`config.mk`:
```
export PLATFORM = sky130hd
export DESIGN_NAME = collision_sequencer
export DESIGN_NICKNAME = d
export VERILOG_FILES = /design/src/rtl/game_pkg.sv /design/src/rtl/frame_down_counter.sv /design/src/rtl/collision_sequencer.sv
export SDC_FILE = /design/constraint.sdc
export NUM_CORES = 1
export LEC_CHECK = 0
export ABC_AREA = 1
export CORE_UTILIZATION = 40
export DETAILED_ROUTE_END_ITERATION = 12
export HOLD_SLACK_MARGIN = 0.05
export SLEW_MARGIN = 15
export SYNTH_ARGS = -nofsm -noshare
export SYNTH_HDL_FRONTEND = slang
export SYNTH_HIERARCHICAL = 1
export SYNTH_SLANG_ARGS = --single-unit
```
`constraint.sdc`:
```
create_clock -name clk -period 3.6 [get_ports clk]
set_clock_uncertainty 0.2 [all_clocks]
set_input_delay 0.54 -clock clk [delete_from_list [all_inputs] [get_ports clk]]
set_output_delay 0.54 -clock clk [all_outputs]
set_load 0.05 [all_outputs]
```
`src/rtl/game_pkg.sv`:
```
// game_pkg: shared types and constants for the game-flow sequencer.
//   seq_state_t : encoded sequencer state, also exported on the 'state' port
//   COUNTER_W   : width of every frame counter in the sequencer
package game_pkg;

    localparam int unsigned COUNTER_W = 8;

    typedef enum logic [2:0] {
        IDLE  = 3'd0,
        RUN   = 3'd1,
        CRASH = 3'd2,
        SPIN  = 3'd3,
        OVER  = 3'd4
    } seq_state_t;

endpackage

```
`src/rtl/frame_down_counter.sv`:
```
// frame_down_counter: loadable down-counter advanced once per enabled frame.
// Ports:
//   clk, resetN  : clock, asynchronous active-low reset
//   i_frame_en   : decrement by one (saturates at zero); low = hold
//   i_load       : load i_load_val (overrides decrement)
//   i_clear      : force to zero (overrides load)
//   i_load_val   : value for i_load
//   o_count      : current count
//   o_zero       : count is zero
module frame_down_counter
    import game_pkg::*;
(
    input  logic                 clk,
    input  logic                 resetN,
    input  logic                 i_frame_en,
    input  logic                 i_load,
    input  logic                 i_clear,
    input  logic [COUNTER_W-1:0] i_load_val,
    output logic [COUNTER_W-1:0] o_count,
    output logic                 o_zero
);

    logic [COUNTER_W-1:0] r_count;

    always_ff @(posedge clk or negedge resetN) begin
        if (!resetN) begin
            r_count <= '0;
        end else if (i_clear) begin
            r_count <= '0;
        end else if (i_load) begin
            r_count <= i_load_val;
        end else if (i_frame_en && (r_count != '0)) begin
            r_count <= r_count - COUNTER_W'(1);
        end
    end

    assign o_count = r_count;
    assign o_zero  = (r_count == '0);

endmodule

```
`src/rtl/collision_sequencer.sv`:
```
// collision_sequencer: frame-synchronous game-flow controller for the player car.
// Collision flags are latched across a frame and evaluated once per startOfFrame.
// Ports:
//   clk, resetN            : clock, asynchronous active-low reset
//   startOfFrame           : one-clk pulse per video frame
//   start_key              : start / restart request (level)
//   *_collision, gameOver  : pixel-rate flags from the collision detector
//   state                  : encoded sequencer state
//   freeze/skid/invulnerable/blink/game_over_out : levels to datapath blocks
//   health_dec/truck_hit/fuel_refill/new_game    : one-clk pulses
module collision_sequencer
    import game_pkg::*;
#(
    parameter int unsigned CRASH_FRAMES  = 64,
    parameter int unsigned OIL_FRAMES    = 32,
    parameter int unsigned INVULN_FRAMES = 96,
    parameter int unsigned BLINK_BIT     = 2
) (
    input  logic       clk,
    input  logic       resetN,
    input  logic       startOfFrame,
    input  logic       start_key,
    input  logic       car_collision,
    input  logic       truck_collision,
    input  logic       oil_collision,
    input  logic       fuel_symbol_collision,
    input  logic       gameOver,
    output logic [2:0] state,
    output logic       freeze,
    output logic       skid,
    output logic       invulnerable,
    output logic       blink,
    output logic       health_dec,
    output logic       truck_hit,
    output logic       fuel_refill,
    output logic       new_game,
    output logic       game_over_out
);

    seq_state_t           r_state, w_next_state;
    logic                 r_car_l, r_truck_l, r_oil_l, r_fuel_l, r_over_l;
    logic                 r_health_dec, r_truck_hit, r_fuel_refill, r_new_game;
    logic [COUNTER_W-1:0] r_frame_cnt;

    logic                 w_health_dec, w_truck_hit, w_fuel_refill, w_new_game;
    logic                 w_tmr_dec, w_tmr_load, w_tmr_clear, w_tmr_zero, w_tmr_done;
    logic [COUNTER_W-1:0] w_tmr_val, w_tmr_count;
    logic                 w_inv_dec, w_inv_load, w_inv_clear, w_inv_zero;
    logic [COUNTER_W-1:0] w_inv_count;
    logic                 w_hit;

    // Latches restart from the current input on startOfFrame so that a
    // collision coinciding with the frame pulse carries into the next frame.
    always_ff @(posedge clk or negedge resetN) begin
        if (!resetN) begin
            r_car_l   <= 1'b0;
            r_truck_l <= 1'b0;
            r_oil_l   <= 1'b0;
            r_fuel_l  <= 1'b0;
            r_over_l  <= 1'b0;
        end else if (startOfFrame) begin
            r_car_l   <= car_collision;
            r_truck_l <= truck_collision;
            r_oil_l   <= oil_collision;
            r_fuel_l  <= fuel_symbol_collision;
            r_over_l  <= gameOver;
        end else begin
            r_car_l   <= r_car_l   | car_collision;
            r_truck_l <= r_truck_l | truck_collision;
            r_oil_l   <= r_oil_l   | oil_collision;
            r_fuel_l  <= r_fuel_l  | fuel_symbol_collision;
            r_over_l  <= r_over_l  | gameOver;
        end
    end

    assign w_hit      = (r_car_l | r_truck_l) & w_inv_zero;
    // Zero also counts as done so a timer can never strand the FSM.
    assign w_tmr_done = (w_tmr_count == COUNTER_W'(1)) | w_tmr_zero;

    always_comb begin
        w_next_state  = r_state;
        w_health_dec  = 1'b0;
        w_truck_hit   = 1'b0;
        w_fuel_refill = 1'b0;
        w_new_game    = 1'b0;
        w_tmr_dec     = 1'b0;
        w_tmr_load    = 1'b0;
        w_tmr_clear   = 1'b0;
        w_tmr_val     = COUNTER_W'(CRASH_FRAMES);
        w_inv_dec     = 1'b0;
        w_inv_load    = 1'b0;
        w_inv_clear   = 1'b0;
        if (startOfFrame) begin
            unique case (r_state)
                IDLE, OVER: begin
                    w_tmr_clear = 1'b1;
                    w_inv_clear = 1'b1;
                    if (start_key) begin
                        w_next_state = RUN;
                        w_new_game   = 1'b1;
                    end
                end
                RUN, SPIN: begin
                    w_inv_dec     = 1'b1;
                    w_fuel_refill = r_fuel_l;
                    if (r_over_l) begin
                        w_next_state = OVER;
                    end else if (w_hit) begin
                        w_next_state = CRASH;
                        w_health_dec = 1'b1;
                        w_truck_hit  = r_truck_l;
                        w_tmr_load   = 1'b1;
                        w_tmr_val    = COUNTER_W'(CRASH_FRAMES);
                    end else if (r_oil_l) begin
                        w_next_state = SPIN;
                        w_tmr_load   = 1'b1;
                        w_tmr_val    = COUNTER_W'(OIL_FRAMES);
                    end else if (r_state == SPIN) begin
                        w_tmr_dec = 1'b1;
                        if (w_tmr_done) begin
                            w_next_state = RUN;
                        end
                    end
                end
                CRASH: begin
                    if (r_over_l) begin
                        w_next_state = OVER;
                    end else if (w_tmr_done) begin
                        w_next_state = RUN;
                        w_tmr_dec    = 1'b1;
                        w_inv_load   = 1'b1;
                    end else begin
                        w_tmr_dec = 1'b1;
                    end
                end
                default: begin
                    w_next_state = IDLE;
                end
            endcase
            // Entering game over drops any running timers at once.
            if ((w_next_state == OVER) || (w_next_state == IDLE)) begin
                w_tmr_clear = 1'b1;
                w_inv_clear = 1'b1;
            end
        end
    end

    always_ff @(posedge clk or negedge resetN) begin
        if (!resetN) begin
            r_state       <= IDLE;
            r_health_dec  <= 1'b0;
            r_truck_hit   <= 1'b0;
            r_fuel_refill <= 1'b0;
            r_new_game    <= 1'b0;
            r_frame_cnt   <= '0;
        end else begin
            r_state       <= w_next_state;
            r_health_dec  <= w_health_dec;
            r_truck_hit   <= w_truck_hit;
            r_fuel_refill <= w_fuel_refill;
            r_new_game    <= w_new_game;
            if (w_new_game) begin
                r_frame_cnt <= '0;
            end else if (startOfFrame) begin
                r_frame_cnt <= r_frame_cnt + COUNTER_W'(1);
            end
        end
    end

    frame_down_counter u_event_timer (
        .clk        (clk),
        .resetN     (resetN),
        .i_frame_en (w_tmr_dec),
        .i_load     (w_tmr_load),
        .i_clear    (w_tmr_clear),
        .i_load_val (w_tmr_val),
        .o_count    (w_tmr_count),
        .o_zero     (w_tmr_zero)
    );

    frame_down_counter u_invuln_timer (
        .clk        (clk),
        .resetN     (resetN),
        .i_frame_en (w_inv_dec),
        .i_load     (w_inv_load),
        .i_clear    (w_inv_clear),
        .i_load_val (COUNTER_W'(INVULN_FRAMES)),
        .o_count    (w_inv_count),
        .o_zero     (w_inv_zero)
    );

    assign state         = r_state;
    assign freeze        = (r_state == IDLE) | (r_state == CRASH) | (r_state == OVER);
    assign skid          = (r_state == SPIN);
    assign game_over_out = (r_state == OVER);
    assign invulnerable  = (w_inv_count != '0);
    assign blink         = invulnerable & (|(r_frame_cnt & (COUNTER_W'(1) << BLINK_BIT)));
    assign health_dec    = r_health_dec;
    assign truck_hit     = r_truck_hit;
    assign fuel_refill   = r_fuel_refill;
    assign new_game      = r_new_game;

endmodule

```
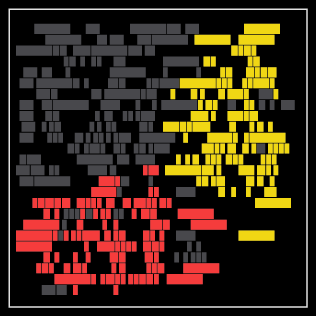
(cells colored by instance)
(4 px per um) Other cells in gray.
`u_event_timer`: marked red, cells 96. `u_invuln_timer`: marked yellow, cells 97.
Another 135 cells are not colored.

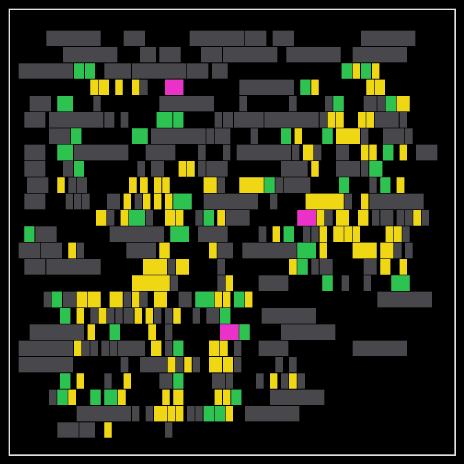
(selected gate families)
(6 px per um)
XOR/XNOR gates: marked magenta, cells 3. inverting AOI/OAI gates: marked green, cells 47, where widely spread. NAND gates: marked yellow, cells 104, where widely spread.

==> impl_metrics.py <==
# Auto-generated metrics
metrics = {
    "place": {
        "gp_congestion": 0.798,
        "hpwl_um": 3370,
        "port_buffers": 20,
        "dpl_worst_slack_ps": 866,
        "dpl-instance-area_um2": 2410,
    },
    "yosys": {
        "yosysSeqAreaShare_pct": 37.3,
        "ys_cells": 290,
        "edf_count": 0,
        "ys_async_sr_fraction_pct": 100,
        "syn_inst": 290,
        "synth_flops": 31,
        "xor_area_share_pct": 1.26,
        "simple_gate_area_share_pct": 34.8,
        "avgSynthCellArea_um2": 7.17,
        "yosys_area_um2": 2080,
        "mux_share_pct": 0,
        "synth_cell_types": 34,
        "yosysWarnings": 6,
        "ys_sh_adder_pct": 3.01,
        "yosys_most_used_dff": "dfrtp_1",
    },
    "timing": {
        "fin_crit_ps": 2760,
        "fin_ws_ps": 844,
        "relSlewSlack_pct": 66.2,
        "hold_violations": 0,
        "tightest_slew_ps": 505,
        "totalNegativeSetupSlack_ps": 0,
        "slew_viol_final": 0,
        "fmax_ghz": 0.363,
        "finalSetupViolations": 0,
    },
    "cts": {
        "post_cts_buffers": 0,
        "cts_sinks": 31,
        "htreeDepth": 2,
        "cts_buffers": 5,
        "cts_buffer_depth": 2,
        "hold_buffers": 0,
        "cts_resized": 0,
        "cts_root_buf": "clkbuf_8",
    },
    "min_path": {
        "hold_class": "reg -> reg",
        "min_path_cells": 1,
    },
    "die": {
        "dieArea_um2": 5490,
        "coreArea_um2": 4850,
        "io_pins": 21,
        "dieHeight_um": 74.1,
        "initCoreUtil_pct": 42.9,
        "fp.dieW_um": 74.1,
        "rows": 25,
    },
    "critical_path": {
        "rr_worst_depth": 18,
        "crit_arrival_ps": 2720,
        "path_cells": "inv_1 -> ha_1 -> nand2_1 -> nor2_4 -> nand2_4 -> inv_1 -> o21a_1 -> inv_1 -> nand2_1 -> nand2_1 -> a21oi_2 -> nand3_1 -> a21oi_2 -> inv_1 -> nand3_4 -> inv_4 -> nand2_1 -> o21ai_2",
        "critPathCaptureType": "flip-flop",
        "cpMaxStageDelayCell": "dfrtp_1",
        "cp.depth": 18,
        "path_class": "reg -> reg",
        "cp_max_fo": 6,
        "start_kind": "flip-flop",
        "crit_required_ps": 3570,
    },
    "layout": {
        "nNetsFinal": 342,
        "final_cell_mix": "nand2_1 (74), dfrtp_1 (31), nor2_1 (30), inv_1 (28), clkdlybuf4s50_1 (20)",
        "layout_top_cell": "nand2_1",
        "synthToLayoutAreaGrowth_pct": 20.0,
        "final_area_um2": 2490,
    },
    "drt": {
        "via_per_inst": 4.59,
        "drtPass1Iterations": 4,
        "drt_iter0_drc": 53,
        "route.detailed.drc": 0,
        "routed_wl_um": 4450,
        "ant_nets": 0,
    },
    "global_routing": {
        "grtUsageTotal_pct": 18.6,
        "grt_pass1_wl_um": 7750,
        "grt-ovfl-total": 0,
        "antenna_found_initial": 0,
        "grt_pass1_vias": 1652,
    },
    "pwr": {
        "power.density_nw_per_um2": 703,
        "ir_worst_vdd_mv": 0.405,
    },
    "status": {
        "status": "complete, no violations",
    },
    "run": {
        "log.warning_count": 28,
    },
}
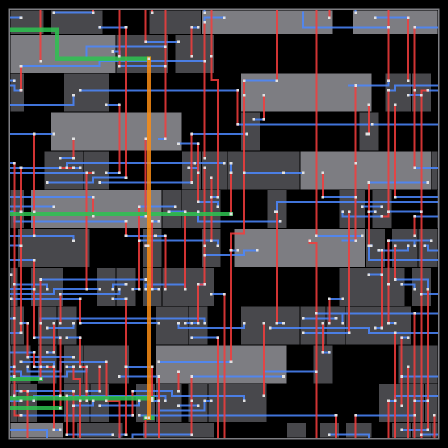
(layout detail)
Region (22, 37) to (52, 67) um. Cells in gray, sequential cells in the stronger gray; small squares are vias.
met1: marked blue. met4: marked orange. met3: marked green. met2: marked red.
Netlist names of flops here include `u_invuln_timer/o_count` (2). Most frequent: nand2_1 (14), dfrtp_1 (9), inv_1 (8). 66 logic cells have their middle in the window. Sequential cells in the window: 9.

==> area by class of cell <==
type	instances	area, um^2
Clock buffer	6	82.6
Timing Repair Buffer	23	223
Inverter	45	176
Clock inverter	1	5.00
Tap cell	67	83.8
Fill cell	496	2350
Multi-Input combinational cell	222	1150
Sequential cell	31	776
==> report_power, final <==
group	total [uW]	internal (uW)	switching, uW
clock	276	150	126
combinational	986	349	637
sequential	491	415	76.9
total	1750	913	840
==> worst reg2reg max path, delay by kind of cell, from the launching register on <==
kind	cells	cell delay, ps
and+or+nand+nor	8	710
AOI/OAI and AO/OA	4	680
buffers and inverters	5	490
DFF	1	410
adders and majority gates	1	150
==> synthesized netlist by cell type (3+ instances only) <==
master | instances | area share (%)
nand2_1 | 74 | 13
dfrtp_1 | 31 | 37
nor2_1 | 30 | 5.4
inv_1 | 28 | 5.1
o21ai_1 | 18 | 4.3
inv_2 | 14 | 2.5
nand3_1 | 14 | 3.4
o21ai_0 | 9 | 2.2
a21oi_1 | 8 | 1.9
nand2_2 | 8 | 2.4
ha_1 | 5 | 3.0
a21oi_2 | 4 | 1.7
nand2_4 | 4 | 2.2
nor3_1 | 4 | 0.96
o21bai_1 | 4 | 1.4
or2_2 | 4 | 1.2
inv_4 | 3 | 0.90
nor2_2 | 3 | 0.90
nor2_4 | 3 | 1.6
==> state kept, by name, summed over array words and instances (netlist names) <==
signal and flops:
u_invuln_timer/o_count 8, new_game 1, r_fuel_l 1, r_truck_l 1, fuel_refill 1, r_frame_cnt 3, truck_hit 1, health_dec 1
state 3, r_car_l 1, r_oil_l 1, r_over_l 1, u_event_timer/o_count 8
==> cell families after synthesis <==
kind of cell,after synthesis
AND-OR/OR-AND,49
XOR/XNOR,3
adder cells (fa/ha/maj),5
buffers and inverters,49
flip-flops,31
other,2
AND/OR/NAND/NOR,151
==> metrics by stage <==
stage / hold WS, ps / util [%] / power (uW) / std cells
floorplan: 44.4 / - / 1260 / 302
global placement: 274 / 49.7 / 1480 / 388
detailed placement: 276 / 49.7 / 1490 / 388
CTS: 284 / 51.5 / 1770 / 395
global route: 310 / 51.5 / 1920 / 395
finish: 281 / 51.5 / 1750 / 395
==> path summary, 6_finish.rpt <==
check / startpoint / endpoint / slack [ps]
max: u_invuln_timer/o_count[0]$_DFFE_PN0P_ / u_invuln_timer/o_count[7]$_DFFE_PN0P_ / 840
min: r_frame_cnt[0]$_DFFE_PN0P_ / r_frame_cnt[0]$_DFFE_PN0P_ / 280
max reg2reg: u_invuln_timer/o_count[0]$_DFFE_PN0P_ / u_invuln_timer/o_count[7]$_DFFE_PN0P_ / 840
min reg2reg: r_frame_cnt[0]$_DFFE_PN0P_ / r_frame_cnt[0]$_DFFE_PN0P_ / 280
max in group asynchronous: resetN / u_invuln_timer/o_count[7]$_DFFE_PN0P_ / 2450
min in group asynchronous: resetN / u_event_timer/o_count[4]$_DFFE_PN0P_ / 450
==> routing by layer <==
layer	vias to the layer above	GRT usage (%)	part of all wire, %
li1	973	-	-
met1	802	25.9	50
met2	36	29.1	45
met3	2	4.20	4.0
met4	0	5.13	0.56
met5	-	0	0
Power and IR drop assume default switching activity.
